--- src/rtl/video_pkg.sv ---
// rtl/video_pkg.sv - shared geometry defaults, counter widths and capture FSM encoding
//
// Purpose : constants and types shared by the camera capture path.
// Ports   : none (package).

package video_pkg;

  // 1024 x 768 x 1 word fills the SDRAM write window (max address 786432).
  localparam int H_PIXELS_DEF    = 1024;
  localparam int V_LINES_DEF     = 768;
  localparam int SKIP_FRAMES_DEF = 10;

  localparam int PIX_CNT_W  = 11;
  localparam int LINE_CNT_W = 11;
  localparam int SKIP_CNT_W = 8;

  typedef enum logic [1:0] {
    ST_IDLE    = 2'd0,
    ST_SYNC    = 2'd1,
    ST_SKIP    = 2'd2,
    ST_CAPTURE = 2'd3
  } cap_state_t;

endpackage

--- src/rtl/dvp_byte_packer.sv ---
// rtl/dvp_byte_packer.sv - DVP input registering, edge detection and byte-to-RGB565 pairing
//
// Purpose : registers the camera inputs once, detects vsync/href edges and packs
//           byte pairs (high byte first) into 16-bit words with a 2-cycle latency.
// Ports   : clk, rst_n         clock, async active-low reset
//           i_enable           pairing allowed (capture state, frame in progress)
//           i_cam_vsync/href   camera sync inputs
//           i_cam_data[7:0]    camera byte
//           o_we, o_data[15:0] pixel write strobe and word
//           o_vs_rise/o_vs_fall registered-vsync edges
//           o_line_end         href fall closing an active line (enabled only)
//           o_line_ok          line had exactly H_PIXELS pixels and no odd byte

module dvp_byte_packer
  import video_pkg::*;
#(
  parameter int H_PIXELS = H_PIXELS_DEF
) (
  input  logic        clk,
  input  logic        rst_n,
  input  logic        i_enable,
  input  logic        i_cam_vsync,
  input  logic        i_cam_href,
  input  logic [7:0]  i_cam_data,
  output logic        o_we,
  output logic [15:0] o_data,
  output logic        o_vs_rise,
  output logic        o_vs_fall,
  output logic        o_line_end,
  output logic        o_line_ok
);

  logic                 r_vs_d, r_vs_d2, r_href_d, r_href_d2;
  logic [7:0]           r_data_d, r_hi;
  logic                 r_phase;
  logic [PIX_CNT_W-1:0] r_pix_cnt;
  logic                 r_we;
  logic [15:0]          r_data;

  logic w_href_fall, w_byte_en;

  assign o_vs_rise   = r_vs_d & ~r_vs_d2;
  assign o_vs_fall   = ~r_vs_d & r_vs_d2;
  assign w_href_fall = r_href_d2 & ~r_href_d;
  // A line only counts if vsync was low while it ran; this also lets a vsync
  // rise and an href fall land in the same cycle with the line closed first.
  assign o_line_end  = i_enable & w_href_fall & ~r_vs_d2;
  assign o_line_ok   = (r_pix_cnt == PIX_CNT_W'(H_PIXELS)) & ~r_phase;
  assign w_byte_en   = i_enable & ~r_vs_d & r_href_d;

  assign o_we   = r_we;
  assign o_data = r_data;

  always_ff @(posedge clk or negedge rst_n) begin
    if (!rst_n) begin
      r_vs_d    <= 1'b0;
      r_vs_d2   <= 1'b0;
      r_href_d  <= 1'b0;
      r_href_d2 <= 1'b0;
      r_data_d  <= 8'd0;
      r_hi      <= 8'd0;
      r_phase   <= 1'b0;
      r_pix_cnt <= '0;
      r_we      <= 1'b0;
      r_data    <= 16'd0;
    end else begin
      r_vs_d    <= i_cam_vsync;
      r_vs_d2   <= r_vs_d;
      r_href_d  <= i_cam_href;
      r_href_d2 <= r_href_d;
      r_data_d  <= i_cam_data;
      r_we      <= 1'b0;
      if (!i_enable || o_line_end) begin
        // Odd trailing byte sitting in r_hi is simply abandoned here.
        r_phase   <= 1'b0;
        r_pix_cnt <= '0;
      end else if (w_byte_en) begin
        r_phase <= ~r_phase;
        if (!r_phase) begin
          r_hi <= r_data_d;
        end else begin
          r_we   <= 1'b1;
          r_data <= {r_hi, r_data_d};
          // Saturate so a runaway line can never wrap back to a "good" count.
          if (r_pix_cnt != '1) r_pix_cnt <= r_pix_cnt + PIX_CNT_W'(1);
        end
      end
    end
  end

endmodule

--- src/rtl/frame_capture_writer.sv ---
// rtl/frame_capture_writer.sv - camera frame capture into the SDRAM FIFO write port
//
// Purpose : gates capture on SDRAM init and sensor settling, writes RGB565 words,
//           pulses wr_load at each frame start and reports frame geometry status.
// Ports   : clk, rst_n                  clock, async active-low reset
//           sdram_init_done             SDRAM controller ready (level)
//           cam_vsync/cam_href/cam_data DVP camera inputs
//           sys_we, sys_data_in[15:0]   FIFO write strobe and pixel
//           wr_load                     write-address reset pulse at frame start
//           frame_valid                 high in CAPTURE state
//           frame_done                  pulse at end of a correctly sized frame
//           frame_err                   set at end of a bad frame, cleared at frame start

module frame_capture_writer
  import video_pkg::*;
#(
  parameter int H_PIXELS    = H_PIXELS_DEF,
  parameter int V_LINES     = V_LINES_DEF,
  parameter int SKIP_FRAMES = SKIP_FRAMES_DEF
) (
  input  logic        clk,
  input  logic        rst_n,
  input  logic        sdram_init_done,
  input  logic        cam_vsync,
  input  logic        cam_href,
  input  logic [7:0]  cam_data,
  output logic        sys_we,
  output logic [15:0] sys_data_in,
  output logic        wr_load,
  output logic        frame_valid,
  output logic        frame_done,
  output logic        frame_err
);

  cap_state_t            r_state, w_next_state;
  logic [SKIP_CNT_W-1:0] r_skip_cnt, w_skip_inc;
  logic [LINE_CNT_W-1:0] r_line_cnt, w_line_cnt_nx;
  logic                  r_bad_line, w_bad_nx;
  logic                  r_frame_active;
  logic                  r_wr_load, r_frame_done, r_frame_err;

  logic w_vs_rise, w_vs_fall, w_line_end, w_line_ok;
  logic w_capture, w_live, w_enable;

  assign w_capture = (r_state == ST_CAPTURE);
  // Frame bookkeeping stops the cycle init drops, so an abandoned frame never completes.
  assign w_live    = w_capture & sdram_init_done;
  assign w_enable  = w_capture & r_frame_active;
  assign w_skip_inc = r_skip_cnt + SKIP_CNT_W'(1);

  dvp_byte_packer #(.H_PIXELS(H_PIXELS)) u_packer (
    .clk         (clk),
    .rst_n       (rst_n),
    .i_enable    (w_enable),
    .i_cam_vsync (cam_vsync),
    .i_cam_href  (cam_href),
    .i_cam_data  (cam_data),
    .o_we        (sys_we),
    .o_data      (sys_data_in),
    .o_vs_rise   (w_vs_rise),
    .o_vs_fall   (w_vs_fall),
    .o_line_end  (w_line_end),
    .o_line_ok   (w_line_ok)
  );

  always_comb begin
    w_next_state = r_state;
    case (r_state)
      ST_IDLE: if (sdram_init_done) w_next_state = ST_SYNC;
      ST_SYNC: begin
        if (!sdram_init_done) w_next_state = ST_IDLE;
        else if (w_vs_rise)   w_next_state = (SKIP_FRAMES == 0) ? ST_CAPTURE : ST_SKIP;
      end
      ST_SKIP: begin
        if (!sdram_init_done) w_next_state = ST_IDLE;
        else if (w_vs_rise && (w_skip_inc >= SKIP_CNT_W'(SKIP_FRAMES))) w_next_state = ST_CAPTURE;
      end
      ST_CAPTURE: if (!sdram_init_done) w_next_state = ST_IDLE;
      default: w_next_state = ST_IDLE;
    endcase
  end

  // Line close is folded in before frame evaluation so same-cycle edges work.
  always_comb begin
    w_line_cnt_nx = r_line_cnt;
    w_bad_nx      = r_bad_line;
    if (w_line_end && w_live) begin
      if (r_line_cnt != '1) w_line_cnt_nx = r_line_cnt + LINE_CNT_W'(1);
      if (!w_line_ok)       w_bad_nx      = 1'b1;
    end
  end

  always_ff @(posedge clk or negedge rst_n) begin
    if (!rst_n) begin
      r_state        <= ST_IDLE;
      r_skip_cnt     <= '0;
      r_line_cnt     <= '0;
      r_bad_line     <= 1'b0;
      r_frame_active <= 1'b0;
      r_wr_load      <= 1'b0;
      r_frame_done   <= 1'b0;
      r_frame_err    <= 1'b0;
    end else begin
      r_state      <= w_next_state;
      r_wr_load    <= 1'b0;
      r_frame_done <= 1'b0;

      if (r_state == ST_SYNC)                r_skip_cnt <= '0;
      else if (r_state == ST_SKIP && w_vs_rise) r_skip_cnt <= w_skip_inc;

      if (!w_live) begin
        r_frame_active <= 1'b0;
      end else if (w_vs_fall) begin
        r_wr_load      <= 1'b1;
        r_line_cnt     <= '0;
        r_bad_line     <= 1'b0;
        r_frame_err    <= 1'b0;
        r_frame_active <= 1'b1;
      end else if (r_frame_active) begin
        r_line_cnt <= w_line_cnt_nx;
        r_bad_line <= w_bad_nx;
        if (w_vs_rise) begin
          r_frame_active <= 1'b0;
          if ((w_line_cnt_nx == LINE_CNT_W'(V_LINES)) && !w_bad_nx) r_frame_done <= 1'b1;
          else                                                     r_frame_err  <= 1'b1;
        end
      end
    end
  end

  assign wr_load     = r_wr_load;
  assign frame_valid = w_capture;
  assign frame_done  = r_frame_done;
  assign frame_err   = r_frame_err;

endmodule

--- config.mk ---
export PLATFORM = sky130hd
export DESIGN_NAME = frame_capture_writer
export DESIGN_NICKNAME = d
export VERILOG_FILES = /design/src/rtl/video_pkg.sv /design/src/rtl/dvp_byte_packer.sv /design/src/rtl/frame_capture_writer.sv
export SDC_FILE = /design/constraint.sdc
export NUM_CORES = 1
export LEC_CHECK = 0
export CAP_MARGIN = 40
export CORE_MARGIN = 2
export CORE_UTILIZATION = 51
export CTS_CLUSTER_SIZE = 16
export DETAILED_ROUTE_END_ITERATION = 10
export PLACE_DENSITY = 0.75
export SETUP_SLACK_MARGIN = 0.02
export SYNTH_ARGS = -nofsm -noshare
export SYNTH_HDL_FRONTEND = slang
export SYNTH_SLANG_ARGS = --single-unit
--- constraint.sdc ---
create_clock -name clk -period 2.35 [get_ports clk]
set_clock_uncertainty 0.05 [all_clocks]
set_input_delay 0.47 -clock clk [delete_from_list [all_inputs] [get_ports clk]]
set_output_delay 0.47 -clock clk [all_outputs]
set_load 0.01 [all_outputs]
run_1/clock_map.png
The bar under the picture is 20 µm long.
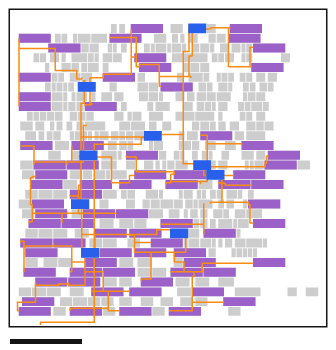
clock wires -> orange  # length 895 µm
flip-flops -> purple  # count 75
cells driving clock nets -> blue  # count 9
flops lie = widely spread
routed clock nets = 10

run_1/final_clocks.png
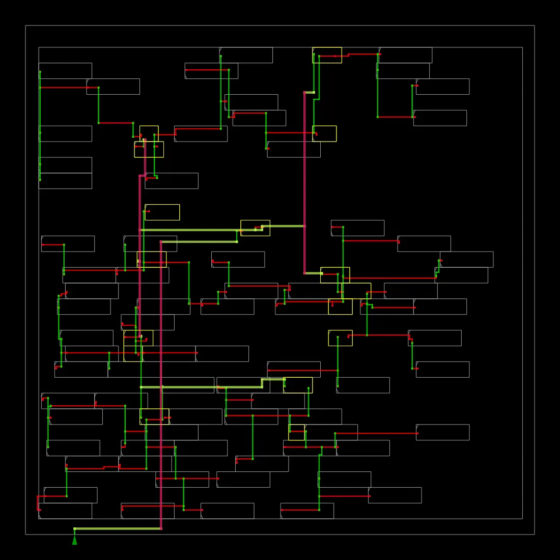
clock buf count: 9
clk_lat worst skew: 0.36 ns

run_1/zoom.png
Region (24, 24) to (64, 64) µm. Cells in grey, sequential cells in the stronger grey; small squares are vias.
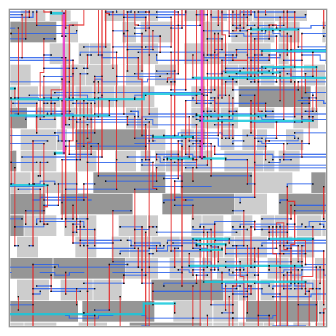
met3 -> cyan
met4 -> magenta
met1 -> blue
met2 -> red
sequential cells in the window = 14
most frequent = buf_4 (20), dfrtp_1 (14), nand2_1 (10)
cells with their middle in the window = 133
netlist names of flops here include = u_packer.r_pix_cnt (4), r_line_cnt (2), u_packer.o_data (2)

==> run 1: state kept, by name, indices dropped and copies added (netlist names) <==
name and count:
u_packer.r_data_d 8, u_packer.r_phase 1, r_frame_active 1, frame_err 1, u_packer.r_vs_d2 1, wr_load 1, u_packer.r_href_d2 1, r_line_cnt 11
u_packer.o_data 16, u_packer.r_vs_d 1, r_skip_cnt 8, u_packer.r_href_d 1, frame_done 1, u_packer.r_pix_cnt 11, u_packer.r_hi 8, r_state 2
u_packer.o_we 1, r_bad_line 1
==> run 1: logic make-up (layout without fill, tap and decap cells) <==
kind of cell    after synthesis  count (layout)  synth area share (%)
compound gates               71              71                  12.9
xor+xnor                     12              12                  2.91
fa+ha+maj                     7               7                  2.43
buf+inv                      23              97                  2.50
flops                        75              75                  52.0
mux                          25              25                  7.77
simple gates                129             129                  19.5
==> impl_metrics.toml, run 1 <==
# yosys + openroad results
[final_layout]
nNonClkBuffers = 72
nNonClkInverters = 9

[routing]
met1Wirelength_um = 3580
drt_wl_total_um = 7780
vias_per_cell = 5.63
drcViolationCount = 0

[floorplan]
num_tap_cells = 96

[global_route]
first_global_vias = 2778
top_usage_layer = "met2"
globalRouteMet3Util_pct = 4.43

[outcome]
status = "finished with violations"
failed_checks = "negative setup slack"

[pwr]
clk-power_mw = 0.985

[clocking]
clockBufferDepth = 2
hold_buffers = 1
cts-root-buf = "clkbuf_8"

[worst_hold_path]
hp-start = "u_packer.r_vs_d"

[timing]
finalWorstSetupSlack_ns = -0.0472
setup_viol = 2

[critical_path]
worst_ep_required_time_ns = 2.55

[placed_design]
dp.cells = 494

[yosys]
top_area_cell = "dfrtp_1"
## Run 2: what changed since run 1
CTS_BUF_LIST = sky130_fd_sc_hd__clkbuf_4 sky130_fd_sc_hd__clkbuf_8 sky130_fd_sc_hd__clkbuf_16   (was default)
CTS_CLUSTER_DIAMETER = 60   (was default)
run_2/final_clocks.png
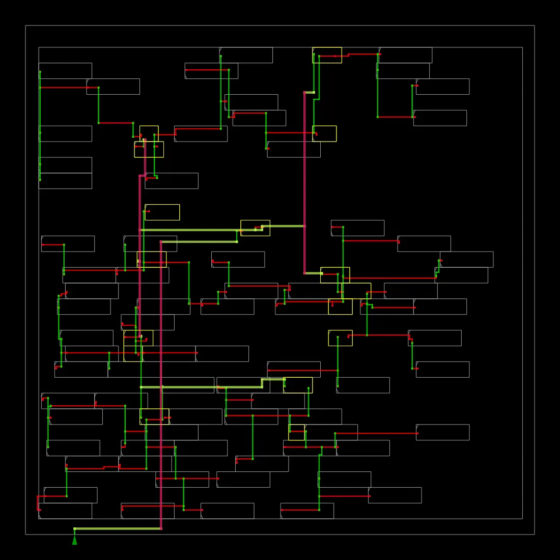
Clk. pwr: 0.985 mW
# clock sinks: 75
CTS buffer count: 9
seq_cells: 75

run_2/clock_map.png
The bar under the picture is 20 µm long.
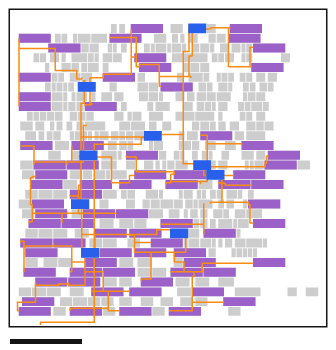
flip-flops -> purple  # count 75
cells driving clock nets -> blue  # count 9
clock wires -> orange  # length 895 µm
flops lie = widely spread

==> impl_metrics.toml, run 2 <==
# yosys + openroad results
[final_layout]
largest_reg_flops = 16
clkbuf_count = 9
nNonClkInverters = 9

[clocking]
clockBufferDepth = 2
cts-root-buf = "clkbuf_8"
clkLatencyLatePin_ns = 0.36

[yosys]
top_area_cell = "dfrtp_1"
xor_share_pct = 2.91
simple_gate_share_pct = 19.5
adder_share_pct = 2.43
logic_family = "simple AND/OR/NAND/NOR gates"
aoi_share_pct = 12.9
mux_share_pct = 7.77

[global_route]
globalRouteMet3Util_pct = 4.43
first_global_vias = 2778
top_usage_layer = "met2"

[outcome]
failed_checks = "negative setup slack"
status = "finished with violations"

[critical_path]
worst_ep_required_time_ns = 2.55

[placed_design]
dp.cells = 494

[timing]
setup_viol = 2
finalWorstSetupSlack_ns = -0.0472

[routing]
vias_per_cell = 5.63

[floorplan]
io_pins = 34
num_tap_cells = 96
==> run 2: power groups by stage <==
stage | clock network (mW) | registers, mW | logic (mW)
after floorplan | 0 | 1.41 | 0.236
after global placement | 0 | 1.41 | 0.384
after detailed placement | 0 | 1.42 | 0.395
after CTS | 1.01 | 1.39 | 0.398
after global routing | 1.07 | 1.40 | 0.438
final | 0.985 | 1.39 | 0.395
==> run 2: layer usage <==
| layer | share of wire, % | wire length, µm |
|---|---|---|
| met4 | 1.7 | 133 |
| met2 | 48 | 3720 |
| met1 | 46 | 3580 |
| met3 | 4.5 | 349 |
| met5 | 0 | 0 |
==> run 2: repair_timing <==
action | CTS | global route
endpoints found under the hold margin | 20 | 0
buffers inserted | 1 | 0
gates resized | 3 | 2
setup endpoints to repair | 2 | 2
pin swaps | 7 | 2
hold buffers | 1 | 0
Power is estimated from default activity; no workload was simulated.
